===== src/rtl/cpu_dmem_pkg.sv =====
// Shared types and lane-steering helpers for the mox125 data-memory sequencer.
package cpu_dmem_pkg;

  localparam logic [1:0] SZ_BYTE = 2'b00;
  localparam logic [1:0] SZ_HALF = 2'b01;
  localparam logic [1:0] SZ_LONG = 2'b10;  // 2'b11 also behaves as LONG

  typedef enum logic [1:0] {
    ST_IDLE  = 2'd0,
    ST_BEAT0 = 2'd1,
    ST_BEAT1 = 2'd2,
    ST_DONE  = 2'd3
  } state_e;

  // Request fields captured at grant time.
  typedef struct packed {
    logic        we;
    logic [1:0]  size;
    logic [31:0] addr;
    logic [31:0] wdata;
  } xfer_t;

  function automatic logic is_long(input logic [1:0] size);
    return size[1];
  endfunction

  function automatic logic is_misaligned(input logic [1:0] size, input logic a0);
    return (size != SZ_BYTE) && a0;
  endfunction

  // Lane select of the first beat; bit 1 is the even (high) byte.
  function automatic logic [1:0] beat0_sel(input logic [1:0] size, input logic a0);
    if (size == SZ_BYTE) return a0 ? 2'b01 : 2'b10;
    return 2'b11;
  endfunction

  // Write data of the first beat: big-endian, so LONG sends its high half first.
  function automatic logic [15:0] beat0_data(input logic [1:0] size, input logic [31:0] wdata);
    if (size == SZ_BYTE) return {wdata[7:0], wdata[7:0]};
    if (is_long(size))   return wdata[31:16];
    return wdata[15:0];
  endfunction

  // Zero-extended result of a single-beat read.
  function automatic logic [31:0] read_short(input logic [1:0] size, input logic a0,
                                             input logic [15:0] dat);
    if (size == SZ_BYTE) return {24'd0, (a0 ? dat[7:0] : dat[15:8])};
    return {16'd0, dat};
  endfunction

endpackage


===== src/rtl/cpu_dmem_rr_arb.sv =====
// Two-input round-robin arbiter; the last-grant pointer only moves when enabled.
module cpu_dmem_rr_arb (
  input  logic       clk_i,
  input  logic       rst_i,
  input  logic       en_i,
  input  logic [1:0] req_i,
  output logic       gnt_valid_o,
  output logic       gnt_idx_o
);

  logic r_last;

  // Pick the requester that was not served last when both are asking.
  always_comb begin
    // NOTE: every combinational output gets a value before any branch, so no latch can be inferred.
    gnt_idx_o   = 1'b0;
    gnt_valid_o = en_i & (|req_i);
    if (req_i == 2'b11) gnt_idx_o = ~r_last;
    else                gnt_idx_o = req_i[1];
  end

  // Remember the winner; reset points at port 1 so port 0 wins the first tie.
  always_ff @(posedge clk_i) begin
    // NOTE: clocked state uses non-blocking assignment so every flop samples pre-edge values.
    if (rst_i)            r_last <= 1'b1;
    else if (gnt_valid_o) r_last <= gnt_idx_o;
  end

endmodule


===== src/rtl/cpu_dmem_sequencer.sv =====
// Shares one 16-bit Wishbone master between store (port 0) and load (port 1)
// requesters; splits LONG accesses into two big-endian halfword beats.
module cpu_dmem_sequencer
  import cpu_dmem_pkg::*;
#(
  parameter int TIMEOUT = 64,
  parameter int TMO_W   = 7
) (
  input  logic        clk_i,
  input  logic        rst_i,
  input  logic [1:0]  req_i,
  input  logic [1:0]  we_i,
  input  logic [1:0]  size0_i,
  input  logic [1:0]  size1_i,
  input  logic [31:0] addr0_i,
  input  logic [31:0] addr1_i,
  input  logic [31:0] wdata0_i,
  input  logic [31:0] wdata1_i,
  output logic [31:0] rdata_o,
  output logic [1:0]  done_o,
  output logic [1:0]  err_o,
  output logic        busy_o,
  output logic [31:0] wb_adr_o,
  output logic [15:0] wb_dat_o,
  input  logic [15:0] wb_dat_i,
  output logic [1:0]  wb_sel_o,
  output logic        wb_cyc_o,
  output logic        wb_stb_o,
  output logic        wb_we_o,
  input  logic        wb_ack_i
);

  state_e           r_state, w_state_nxt;
  xfer_t            r_xfer, w_xfer_nxt, w_req_x;
  logic             r_gnt_idx, w_gnt_idx_nxt;
  logic [TMO_W-1:0] r_tmo, w_tmo_nxt;
  logic [15:0]      r_rhi, w_rhi_nxt;
  logic [31:0]      r_rdata, w_rdata;
  logic [1:0]       r_done, w_done, r_err, w_err, r_sel, w_sel, w_gnt_onehot;
  logic [31:0]      r_adr, w_adr;
  logic [15:0]      r_dat, w_dat;
  logic             r_cyc, w_cyc, r_stb, w_stb, r_we, w_we, r_busy, w_busy;
  logic             w_arb_en, w_gnt_valid, w_gnt_idx, w_tmo_hit;

  // The cycle carrying an error pulse is treated like DONE: no new grant,
  // so the failed requester has a cycle to drop its request.
  assign w_arb_en = (r_state == ST_IDLE) && (r_err == 2'b00);

  cpu_dmem_rr_arb u_arb (
    .clk_i       (clk_i),
    .rst_i       (rst_i),
    .en_i        (w_arb_en),
    .req_i       (req_i),
    .gnt_valid_o (w_gnt_valid),
    .gnt_idx_o   (w_gnt_idx)
  );

  assign w_tmo_hit    = (r_tmo == TMO_W'(TIMEOUT - 1));
  assign w_gnt_onehot = r_gnt_idx ? 2'b10 : 2'b01;

  // Next-state and next-output logic; everything leaves through registers.
  always_comb begin
    w_state_nxt   = r_state;
    w_xfer_nxt    = r_xfer;
    w_gnt_idx_nxt = r_gnt_idx;
    w_tmo_nxt     = r_tmo;
    w_rhi_nxt     = r_rhi;
    w_rdata       = r_rdata;
    w_done        = 2'b00;
    w_err         = 2'b00;
    w_adr         = r_adr;
    w_dat         = r_dat;
    w_sel         = r_sel;
    w_cyc         = r_cyc;
    w_stb         = r_stb;
    w_we          = r_we;

    w_req_x.we    = w_gnt_idx ? we_i[1]  : we_i[0];
    w_req_x.size  = w_gnt_idx ? size1_i  : size0_i;
    w_req_x.addr  = w_gnt_idx ? addr1_i  : addr0_i;
    w_req_x.wdata = w_gnt_idx ? wdata1_i : wdata0_i;

    case (r_state)
      ST_IDLE: begin
        if (w_gnt_valid) begin
          w_xfer_nxt    = w_req_x;
          w_gnt_idx_nxt = w_gnt_idx;
          if (is_misaligned(w_req_x.size, w_req_x.addr[0])) begin
            w_err = w_gnt_idx ? 2'b10 : 2'b01;
          end else begin
            w_state_nxt = ST_BEAT0;
            w_cyc       = 1'b1;
            w_stb       = 1'b1;
            w_we        = w_req_x.we;
            w_adr       = {w_req_x.addr[31:1], 1'b0};
            w_sel       = beat0_sel(w_req_x.size, w_req_x.addr[0]);
            w_dat       = beat0_data(w_req_x.size, w_req_x.wdata);
            w_tmo_nxt   = '0;
          end
        end
      end

      ST_BEAT0, ST_BEAT1: begin
        if (wb_ack_i) begin
          if ((r_state == ST_BEAT0) && is_long(r_xfer.size)) begin
            w_state_nxt = ST_BEAT1;
            w_adr       = r_adr + 32'd2;
            w_dat       = r_xfer.wdata[15:0];
            w_rhi_nxt   = wb_dat_i;
            w_tmo_nxt   = '0;
          end else begin
            w_state_nxt = ST_DONE;
            w_done      = w_gnt_onehot;
            w_cyc       = 1'b0;
            w_stb       = 1'b0;
            w_we        = 1'b0;
            w_sel       = 2'b00;
            if (!r_xfer.we) begin
              w_rdata = (r_state == ST_BEAT1) ? {r_rhi, wb_dat_i}
                      : read_short(r_xfer.size, r_xfer.addr[0], wb_dat_i);
            end
          end
        end else if (w_tmo_hit) begin
          // Abort; a LONG write timing out in beat 1 leaves its high half written.
          w_state_nxt = ST_IDLE;
          w_err       = w_gnt_onehot;
          w_cyc       = 1'b0;
          w_stb       = 1'b0;
          w_we        = 1'b0;
          w_sel       = 2'b00;
        end else begin
          w_tmo_nxt = r_tmo + 1'b1;
        end
      end

      ST_DONE: w_state_nxt = ST_IDLE;

      default: w_state_nxt = ST_IDLE;
    endcase

    w_busy = (w_state_nxt != ST_IDLE);
  end

  // State and output registers; reset clears everything, dropping any cycle.
  always_ff @(posedge clk_i) begin
    if (rst_i) begin
      r_state   <= ST_IDLE;
      r_xfer    <= '0;
      r_gnt_idx <= 1'b0;
      r_tmo     <= '0;
      r_rhi     <= '0;
      r_rdata   <= '0;
      r_done    <= '0;
      r_err     <= '0;
      r_busy    <= 1'b0;
      r_adr     <= '0;
      r_dat     <= '0;
      r_sel     <= '0;
      r_cyc     <= 1'b0;
      r_stb     <= 1'b0;
      r_we      <= 1'b0;
    end else begin
      r_state   <= w_state_nxt;
      r_xfer    <= w_xfer_nxt;
      r_gnt_idx <= w_gnt_idx_nxt;
      r_tmo     <= w_tmo_nxt;
      r_rhi     <= w_rhi_nxt;
      r_rdata   <= w_rdata;
      r_done    <= w_done;
      r_err     <= w_err;
      r_busy    <= w_busy;
      r_adr     <= w_adr;
      r_dat     <= w_dat;
      r_sel     <= w_sel;
      r_cyc     <= w_cyc;
      r_stb     <= w_stb;
      r_we      <= w_we;
    end
  end

  assign rdata_o  = r_rdata;
  assign done_o   = r_done;
  assign err_o    = r_err;
  assign busy_o   = r_busy;
  assign wb_adr_o = r_adr;
  assign wb_dat_o = r_dat;
  assign wb_sel_o = r_sel;
  assign wb_cyc_o = r_cyc;
  assign wb_stb_o = r_stb;
  assign wb_we_o  = r_we;

endmodule


===== config.mk =====
export PLATFORM = sky130hd
export DESIGN_NAME = cpu_dmem_sequencer
export DESIGN_NICKNAME = d
export VERILOG_FILES = /design/src/rtl/cpu_dmem_pkg.sv /design/src/rtl/cpu_dmem_rr_arb.sv /design/src/rtl/cpu_dmem_sequencer.sv
export SDC_FILE = /design/constraint.sdc
export NUM_CORES = 1
export LEC_CHECK = 0
export CELL_PAD_IN_SITES_DETAIL_PLACEMENT = 1
export CELL_PAD_IN_SITES_GLOBAL_PLACEMENT = 1
export CORE_MARGIN = 5
export CORE_UTILIZATION = 35
export DETAILED_ROUTE_END_ITERATION = 12
export PLACE_DENSITY = 0.88
export SLEW_MARGIN = 20
export SYNTH_ARGS = -nofsm -noshare
export SYNTH_HDL_FRONTEND = slang
export SYNTH_SLANG_ARGS = --single-unit

===== constraint.sdc =====
create_clock -name clk_i -period 5.09 [get_ports clk_i]
set_input_delay 0.7635 -clock clk_i [delete_from_list [all_inputs] [get_ports clk_i]]
set_output_delay 0.7635 -clock clk_i [all_outputs]
set_load 0.01 [all_outputs]

Figure 1. Drive-strength map.
Scale: 3 px per um.
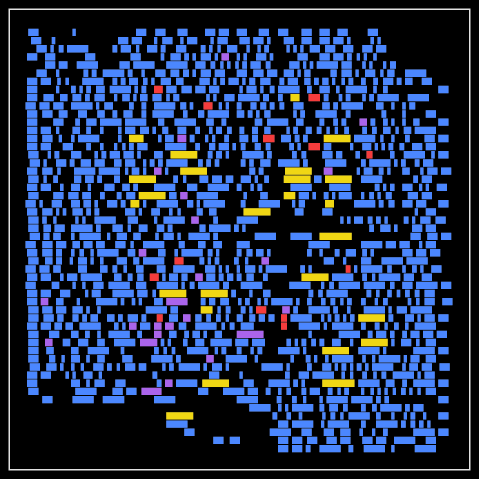
colour	size	cells	share
yellow	x6 and larger	25	2.1%
blue	x1 and smaller	1113	95%
red	x2	13	1.1%
purple	x3 and x4	24	2.0%

Figure 2. Logic cells by family.
Scale: 3 px per um.
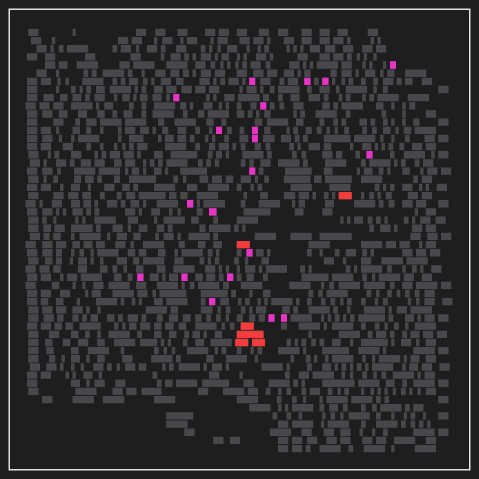
colour	family	cells	most used
red	fa/ha/maj cells	6	ha_1
magenta	and/or cells	20	and3_1

-- per-stage QoR --
step           instance area [um2]  setup WS, ns  total power (uW)
2_1_floorplan                 7156         2.486              2784
3_5_place_dp                  9727         1.279              3739
6_report                     10330         1.698              4977
5_1_grt                      10330         1.519              5291
4_1_cts                      10330         1.717              5012
3_3_place_gp                  9727         1.399              3661
-- logic make-up after synthesis --
logic type | share of synthesized area (%)
simple gates | 23.96
compound gates | 27.23
flops | 37.77
buf+inv | 5.333
mux | 4.616
fa+ha+maj | 1.049
other cells | 0.05241
-- power by group --
part           total, uW  leakage (uW)  switching, uW  internal, uW
Combinational       2180       0.00229           1280           905
Clock               1260      0.000287            516           747
Sequential          1530       0.00110            230          1300
==> flow_summary.json <==
{
  "ys_top_cells_by_count": "nand2_1, dfxtp_1, a21oi_1, nor2_1, clkbuf_1",
  "max-slew-margin-rel_pct": 31.28,
  "largest_reg_flops": 32,
  "ys.flops": 135,
  "ys_seq_share_pct": 37.77,
  "rsz0062_at_grt": "no",
  "postCtsSetupRepairBufs": 0,
  "worst_path_largest_cell_delay_ns": 0.95,
  "logic_gate_count": 739,
  "largest_class": "logic gates",
  "hold_viol_final": 0,
  "buffer_area_share_pct": 24.47,
  "cts_sinks": 135,
  "lay_top_count": "clkdlybuf4s50_1",
  "final.setup.tns_ns": 0,
  "grt_max_degree": 98,
  "yosys_cells": 969,
  "io_pins": 245,
  "lay_top_cells": "clkdlybuf4s50_1, nand2_1, dfxtp_1",
  "min_to": "rdata_o[24]",
  "ys_types": 52,
  "wl_met3_um": 1976,
  "drv_cap": 0,
  "cts.clk_slew.worst_paths_ns": 0.06,
  "io_buffers": 243,
  "ff2ff_path_depth": 7,
  "flop_cell": "dfxtp_1",
  "nNonClkInverters": 13,
  "worstHoldPathCells": 2,
  "cts.path.max_buffers": 2,
  "clock_latency_ns": 0.42,
  "stdcell_count": 1445,
  "met2_usage_pct": 40.34,
  "clkbuf_count": 18,
  "tool_warnings": 29,
  "top_usage_layer": "met2",
  "hold_start": "rdata_o[24]",
  "vias": 8176,
  "finalSetupViolCount": 0,
  "syn_inst": 969,
  "grt_use_met3_pct": 6.390,
  "fmax_ghz": 0.2948,
  "drcViolationCount": 0,
  "worstSetupStartpoint": "size0_i[0]",
  "avgSynthCellArea_um2": 7.385,
  "dieHeight_um": 153.0,
  "required_ns": 5.40,
  "timing.final.crit_share_pct": 66.64,
  "ff2ff_setup_slack_ns": 2.17,
  "routed.top_layer": "met5",
  "row_count": 52,
  "grt_use_met1_pct": 29.85,
  "cts_resized": 0,
  "nets": 1323,
  "post_drt_wl_per_cell_um": 19.80,
  "area_growth_pct": 44.34,
  "crit_path_end": "wb_adr_o[14]",
  "drv_slew": 0,
  "top_cell_area_share_pct": 37.77,
  "flop_area_um2": 2703,
  "combGateArea_um2": 4110,
  "cp.depth": 8,
  "path_buffers": 2,
  "most_common_cell": "nand2_1",
  "sh_comb_area_pct": 39.79,
  "signal_buffers": 256,
  "clockRootBuffer": "clkbuf_16",
  "drive_gt1_share_pct": 5.277,
  "critPathArrivalTime_ns": 3.70,
  "slowest_stage": "clkdlybuf4s50_1",
  "finalCriticalPeriod_ns": 3.392,
  "worstMarginPinSlew_ns": 1.031,
  "wl_met1_um": 12160,
  "status": "finished clean",
  "critPathTopFamily": "AND-OR/OR-AND gates",
  "ant_nets": 0,
  "final.setup_skew_ns": 0.01468,
  "chipArea_um2": 23400,
  "clk_share_pct": 5.827,
  "ir_drop_v": 0.0002705,
  "reg2reg_from": "r_state[1]",
  "seq_share_pct": 26.17,
  "p_per_area_nw_per_um2": 481.9,
  "fp_nets": 1130,
  "dp_cells": 1413
}
No activity file was given, so power comes from the tool's default toggle rates.
